**config.mk**
```make
export PLATFORM = sky130hd
export DESIGN_NAME = spi_slave
export DESIGN_NICKNAME = d
export VERILOG_FILES = /design/src/rtl/spi_pkg.sv /design/src/rtl/spi_sync_edge.sv /design/src/rtl/spi_slave.sv
export SDC_FILE = /design/constraint.sdc
export NUM_CORES = 1
export LEC_CHECK = 0
export CAP_MARGIN = 15
export CORE_UTILIZATION = 57
export DETAILED_ROUTE_END_ITERATION = 12
export GPL_ROUTABILITY_DRIVEN = 0
export PLACE_DENSITY_LB_ADDON = 0.08
export RECOVER_POWER = 25
export SLEW_MARGIN = 10
export SYNTH_ARGS = -nofsm -noshare
export SYNTH_HDL_FRONTEND = slang
export SYNTH_HIERARCHICAL = 1
export SYNTH_SLANG_ARGS = --single-unit
```
**constraint.sdc**
```tcl
create_clock -name clk_i -period 5.5 [get_ports clk_i]
set_clock_uncertainty 0.05 [all_clocks]
set_input_delay 1.375 -clock clk_i [delete_from_list [all_inputs] [get_ports clk_i]]
set_output_delay 1.375 -clock clk_i [all_outputs]
set_load 0.005 [all_outputs]
```
**src/rtl/spi_pkg.sv**
```systemverilog
// Shared types and constants for the SPI responder.
package spi_pkg;

  typedef enum logic {
    IDLE   = 1'b0,
    ACTIVE = 1'b1
  } spi_slave_state_e;

  // Mode 0, MSB first: sample MOSI on SCLK rise, drive MISO after SCLK fall.
  localparam bit SPI_CPOL      = 1'b0;
  localparam bit SPI_CPHA      = 1'b0;
  localparam bit SPI_MSB_FIRST = 1'b1;

endpackage

```
**src/rtl/spi_sync_edge.sv**
```systemverilog
// Multi-flop synchronizer for an asynchronous pin with single-cycle
// rise/fall pulses derived from the synchronized value.
module spi_sync_edge #(
  parameter int   STAGES  = 2,
  parameter logic RST_VAL = 1'b0
) (
  input  logic clk_i,
  input  logic rst_ni,
  input  logic d_i,
  output logic rise_o,
  output logic fall_o
);

  logic [STAGES-1:0] sync_q;
  logic              dly_q;

  // Synchronizer chain plus a one-cycle delayed copy of its output.
  always_ff @(posedge clk_i or negedge rst_ni) begin
    if (!rst_ni) begin
      sync_q <= {STAGES{RST_VAL}};
      dly_q  <= RST_VAL;
    end else begin
      sync_q <= {sync_q[STAGES-2:0], d_i};
      dly_q  <= sync_q[STAGES-1];
    end
  end

  assign rise_o = sync_q[STAGES-1] & ~dly_q;
  assign fall_o = ~sync_q[STAGES-1] & dly_q;

endmodule

```
**src/rtl/spi_slave.sv**
```systemverilog
// SPI mode-0 responder: oversampled SCLK/SS_n/MOSI, byte-wide TX holding
// buffer with valid/ready, RX word output with valid/ready and error flags.
module spi_slave
  import spi_pkg::*;
#(
  parameter int                DATA_W      = 8,
  parameter int                SYNC_STAGES = 2,
  parameter logic [DATA_W-1:0] IDLE_TX     = 8'hFF
) (
  input  logic              clk_i,
  input  logic              rst_ni,
  input  logic              sclk_i,
  input  logic              ss_ni,
  input  logic              mosi_i,
  output logic              miso_o,
  output logic              miso_oe_o,
  input  logic [DATA_W-1:0] tx_data_i,
  input  logic              tx_valid_i,
  output logic              tx_ready_o,
  output logic [DATA_W-1:0] rx_data_o,
  output logic              rx_valid_o,
  input  logic              rx_ready_i,
  output logic              rx_overrun_o,
  output logic              tx_underrun_o,
  output logic              busy_o,
  output logic              frame_done_o
);

  localparam int CNT_W = (DATA_W > 1) ? $clog2(DATA_W) : 1;

  logic sclk_rise, sclk_fall, ss_rise, ss_fall;

  spi_sync_edge #(.STAGES(SYNC_STAGES), .RST_VAL(1'b0)) u_sclk_sync (
    .clk_i (clk_i), .rst_ni(rst_ni), .d_i(sclk_i),
    .rise_o(sclk_rise), .fall_o(sclk_fall)
  );

  spi_sync_edge #(.STAGES(SYNC_STAGES), .RST_VAL(1'b1)) u_ss_sync (
    .clk_i (clk_i), .rst_ni(rst_ni), .d_i(ss_ni),
    .rise_o(ss_rise), .fall_o(ss_fall)
  );

  // MOSI gets the same depth as SCLK so the sampled bit lines up with the rise pulse.
  logic [SYNC_STAGES-1:0] mosi_sync_q;
  logic                   mosi_s;

  always_ff @(posedge clk_i or negedge rst_ni) begin
    if (!rst_ni) mosi_sync_q <= '0;
    else         mosi_sync_q <= {mosi_sync_q[SYNC_STAGES-2:0], mosi_i};
  end
  assign mosi_s = mosi_sync_q[SYNC_STAGES-1];

  spi_slave_state_e  state_q, state_d;
  logic [CNT_W-1:0]  bit_cnt_q, bit_cnt_d;
  logic [DATA_W-1:0] rx_shift_q, rx_shift_d;
  logic [DATA_W-1:0] tx_shift_q, tx_shift_d;
  logic [DATA_W-1:0] hold_q, hold_d;
  logic [DATA_W-1:0] rx_data_q, rx_data_d;
  logic              hold_full_q, hold_full_d;
  logic              fresh_q, fresh_d;  // current word loaded, no rise seen yet
  logic              miso_q, miso_d, miso_oe_q, miso_oe_d;
  logic              rx_valid_q, rx_valid_d, rx_ovr_q, rx_ovr_d, tx_und_q, tx_und_d;
  logic              frame_done_q, frame_done_d;
  logic [DATA_W-1:0] rx_word;
  logic              do_load;

  // State register and all datapath registers.
  always_ff @(posedge clk_i or negedge rst_ni) begin
    if (!rst_ni) begin
      state_q      <= IDLE;
      bit_cnt_q    <= '0;
      rx_shift_q   <= '0;
      tx_shift_q   <= '0;
      hold_q       <= '0;
      hold_full_q  <= 1'b0;
      rx_data_q    <= '0;
      fresh_q      <= 1'b0;
      miso_q       <= 1'b0;
      miso_oe_q    <= 1'b0;
      rx_valid_q   <= 1'b0;
      rx_ovr_q     <= 1'b0;
      tx_und_q     <= 1'b0;
      frame_done_q <= 1'b0;
    end else begin
      state_q      <= state_d;
      bit_cnt_q    <= bit_cnt_d;
      rx_shift_q   <= rx_shift_d;
      tx_shift_q   <= tx_shift_d;
      hold_q       <= hold_d;
      hold_full_q  <= hold_full_d;
      rx_data_q    <= rx_data_d;
      fresh_q      <= fresh_d;
      miso_q       <= miso_d;
      miso_oe_q    <= miso_oe_d;
      rx_valid_q   <= rx_valid_d;
      rx_ovr_q     <= rx_ovr_d;
      tx_und_q     <= tx_und_d;
      frame_done_q <= frame_done_d;
    end
  end

  // Next-state logic: handshakes first, then frame/bit events, then shifter load.
  always_comb begin
    state_d      = state_q;
    bit_cnt_d    = bit_cnt_q;
    rx_shift_d   = rx_shift_q;
    tx_shift_d   = tx_shift_q;
    hold_d       = hold_q;
    hold_full_d  = hold_full_q;
    rx_data_d    = rx_data_q;
    fresh_d      = fresh_q;
    miso_d       = miso_q;
    miso_oe_d    = miso_oe_q;
    rx_valid_d   = rx_valid_q;
    rx_ovr_d     = rx_ovr_q;
    tx_und_d     = tx_und_q;
    frame_done_d = 1'b0;
    do_load      = 1'b0;
    rx_word      = (rx_shift_q << 1) | DATA_W'(mosi_s);

    if (rx_valid_q && rx_ready_i) rx_valid_d = 1'b0;
    if (tx_valid_i && !hold_full_q) begin
      hold_d      = tx_data_i;
      hold_full_d = 1'b1;
    end

    case (state_q)
      IDLE: begin
        if (ss_fall) begin
          state_d    = ACTIVE;
          bit_cnt_d  = '0;
          rx_shift_d = '0;
          miso_oe_d  = 1'b1;
          rx_ovr_d   = 1'b0;
          tx_und_d   = 1'b0;
          do_load    = 1'b1;
        end
      end
      ACTIVE: begin
        if (ss_rise) begin
          // SS release wins over any same-cycle SCLK edge.
          state_d      = IDLE;
          bit_cnt_d    = '0;
          rx_shift_d   = '0;
          miso_oe_d    = 1'b0;
          miso_d       = 1'b0;
          frame_done_d = 1'b1;
        end else if (sclk_rise) begin
          rx_shift_d = rx_word;
          fresh_d    = 1'b0;
          if (bit_cnt_q == CNT_W'(DATA_W - 1)) begin
            bit_cnt_d  = '0;
            rx_data_d  = rx_word;
            rx_valid_d = 1'b1;
            if (rx_valid_q && !rx_ready_i) rx_ovr_d = 1'b1;
          end else begin
            bit_cnt_d = bit_cnt_q + 1'b1;
          end
        end else if (sclk_fall) begin
          if (bit_cnt_q != '0) begin
            tx_shift_d = tx_shift_q << 1;
            miso_d     = tx_shift_q[DATA_W-2];
          end else if (!fresh_q) begin
            do_load = 1'b1;
          end
        end
      end
      default: state_d = IDLE;
    endcase

    if (do_load) begin
      fresh_d = 1'b1;
      if (hold_full_q) begin
        tx_shift_d  = hold_q;
        hold_full_d = 1'b0;
      end else begin
        tx_shift_d = IDLE_TX;
        tx_und_d   = 1'b1;
      end
      miso_d = tx_shift_d[DATA_W-1];
    end
  end

  assign miso_o        = miso_q;
  assign miso_oe_o     = miso_oe_q;
  assign tx_ready_o    = ~hold_full_q;
  assign rx_data_o     = rx_data_q;
  assign rx_valid_o    = rx_valid_q;
  assign rx_overrun_o  = rx_ovr_q;
  assign tx_underrun_o = tx_und_q;
  assign busy_o        = (state_q == ACTIVE);
  assign frame_done_o  = frame_done_q;

endmodule

```
==> reports/qor.csv <==
stage,metric,value,unit
status,outcome,"finished, violations left",
status,failed_checks,"capacitance limit, slew limit",
sta,max-slew-margin-rel,-0.111,
synth,netlist_top_cells_area,"dfrtp_1, mux2_2, nand2_1",
setup_path,critical_path_class,input port to async pin,
route,firstDrtPassIters,4,
route,wl_met1,1.58,mm
synth,common_cells,"dfrtp_1, nand2_1, mux2_2, o21ai_0, inv_1",
final_layout,nets,220,
synth,yosys_cells,169,
sta,setup_tns,0,ns
clocking,cts_resized,0,
floorplanning,die_area,3830,sq um
min_path,hold_start,u_sclk_sync/sync_q[0]$_DFF_PN0_,
setup_path,crit_required,5.63,ns
global_route,antenna_found_initial,0,
setup_path,setup.worst_path.end,bit_cnt_q[0]$_DFFE_PN0P_,
final_layout,final_cells,249,
route,dr_wl_met2,1.59,mm
clocking,clock.latency.late_pin,0.36,ns
setup_path,endpoint_kind,async pin,
place,numPortBuffers,30,
final_layout,mi_logic_area,721,sq um
synth,ys_chip_area,2040,sq um
synth,most_common_cell,dfrtp_1,
sta,report.final.slew_viol_count,34,
route,wl_met3,155,microns
setup_path,crit_top_cell,clkbuf_1,
synth,yosysUniqueCellTypes,31,
run,max_cap_violations,1,
global_route,grt_remaining_overflow,0,
==> final cells by class <==
| class | count | share of cell area |
|---|---|---|
| Sequential cell | 50 | 0.518 |
| Multi-Input combinational cell | 105 | 0.298 |
| Timing Repair Buffer | 32 | 0.126 |
| Tap cell | 46 | 0.0238 |
| Clock buffer | 7 | 0.0186 |
| Inverter | 8 | 0.0124 |
| Clock inverter | 1 | 0.00310 |
==> power breakdown <==
| part | internal, mW | switching, mW | total, mW | leakage, nW |
|---|---|---|---|---|
| logic | 0.115 | 0.102 | 0.217 | 0.409 |
| registers | 0.450 | 0.0558 | 0.506 | 0.615 |
| clock network | 0.0506 | 0.106 | 0.157 | 0.0255 |
| total | 0.616 | 0.264 | 0.880 | 1.05 |
==> logic make-up after synthesis <==
| group | synth area share |
|---|---|
| AND/OR/NAND/NOR | 0.132 |
| adder cells (fa/ha/maj) | 0.0184 |
| flip-flops | 0.614 |
| buffers and inverters | 0.0337 |
| AND-OR/OR-AND | 0.0906 |
| multiplexers | 0.112 |
==> placed cells by master (no fill, tap or decap), types with 4 or more instances in the layout <==
master / Yosys / layout
inv_1: 7 / 7
o21ai_0: 15 / 15
clkbuf_1: 3 / 4
mux2_2: 15 / 15
mux2i_1: 6 / 6
nor2b_1: 5 / 5
a21oi_1: 6 / 6
nand2_1: 25 / 25
nor3_1: 6 / 6
dfrtp_1: 47 / 47
clkdlybuf4s50_1: 0 / 28
clkbuf_4: 0 / 5
==> stage by stage <==
stage / hold slack (ns) / power (mW)
2_1_floorplan: 0.281 / 0.646
3_5_place_dp: 0.286 / 0.731
5_1_grt: 0.325 / 0.944
3_3_place_gp: 0.284 / 0.713
4_1_cts: 0.315 / 0.890
6_report: 0.314 / 0.880
**The metal 2 layer**

Scale: 6 px per micron. Cells faint in the background.
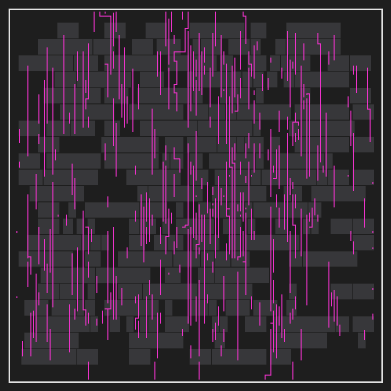
wire length on this layer: 1590 microns
longest straight run: 20.7 microns

**Routed clock nets over the placement**

Scale: 10 px per micron.
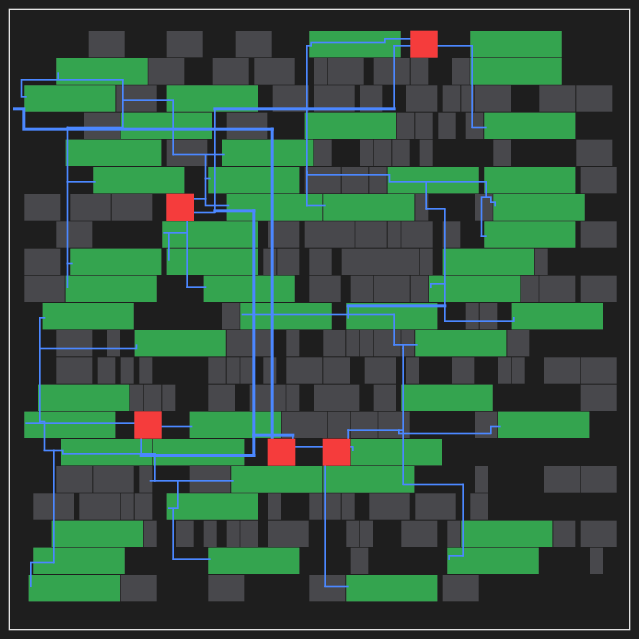
legend:
  cells driving clock nets:
    color: red
    count: 5
  flip-flops:
    color: green
    count: 50
  clock wires:
    color: blue
    length: 517 microns
routed clock nets: 6

**Cells colored by class**

Scale: 6 px per micron. Fill, decap, tap and diode cells in gray.
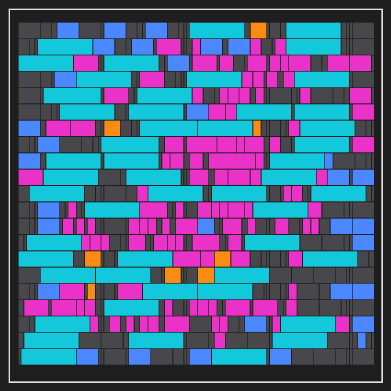
legend:
  clock drivers and dummy loads:
    color: orange
    cells: 8
    share_of_their_area: 2.2%
  all other logic:
    color: magenta
    cells: 113
    share_of_their_area: 32%
  other buffers and delay cells:
    color: blue
    cells: 32
    share_of_their_area: 13%
  flops:
    color: cyan
    cells: 50
    share_of_their_area: 53%

**The clock network**

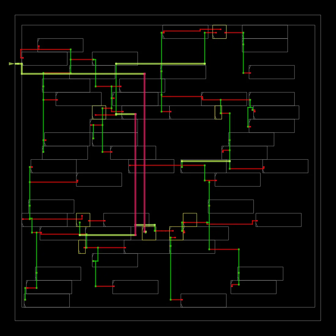
clkbuf count: 7
CTS Buf Count: 5

**Ports around the boundary**

Scale: 4 px per micron. Pins as bars across the die edge, other pins in gray.
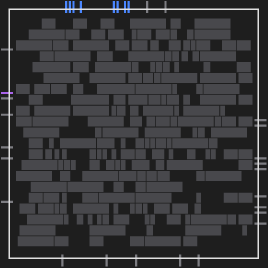
legend:
  `sclk_i`:
    color: purple
    pins: 1
    direction: input
    edge: west
  `tx_data_i`:
    color: blue
    pins: 8
    direction: input
    edge: north

No activity file was given, so power comes from the tool's default toggle rates.
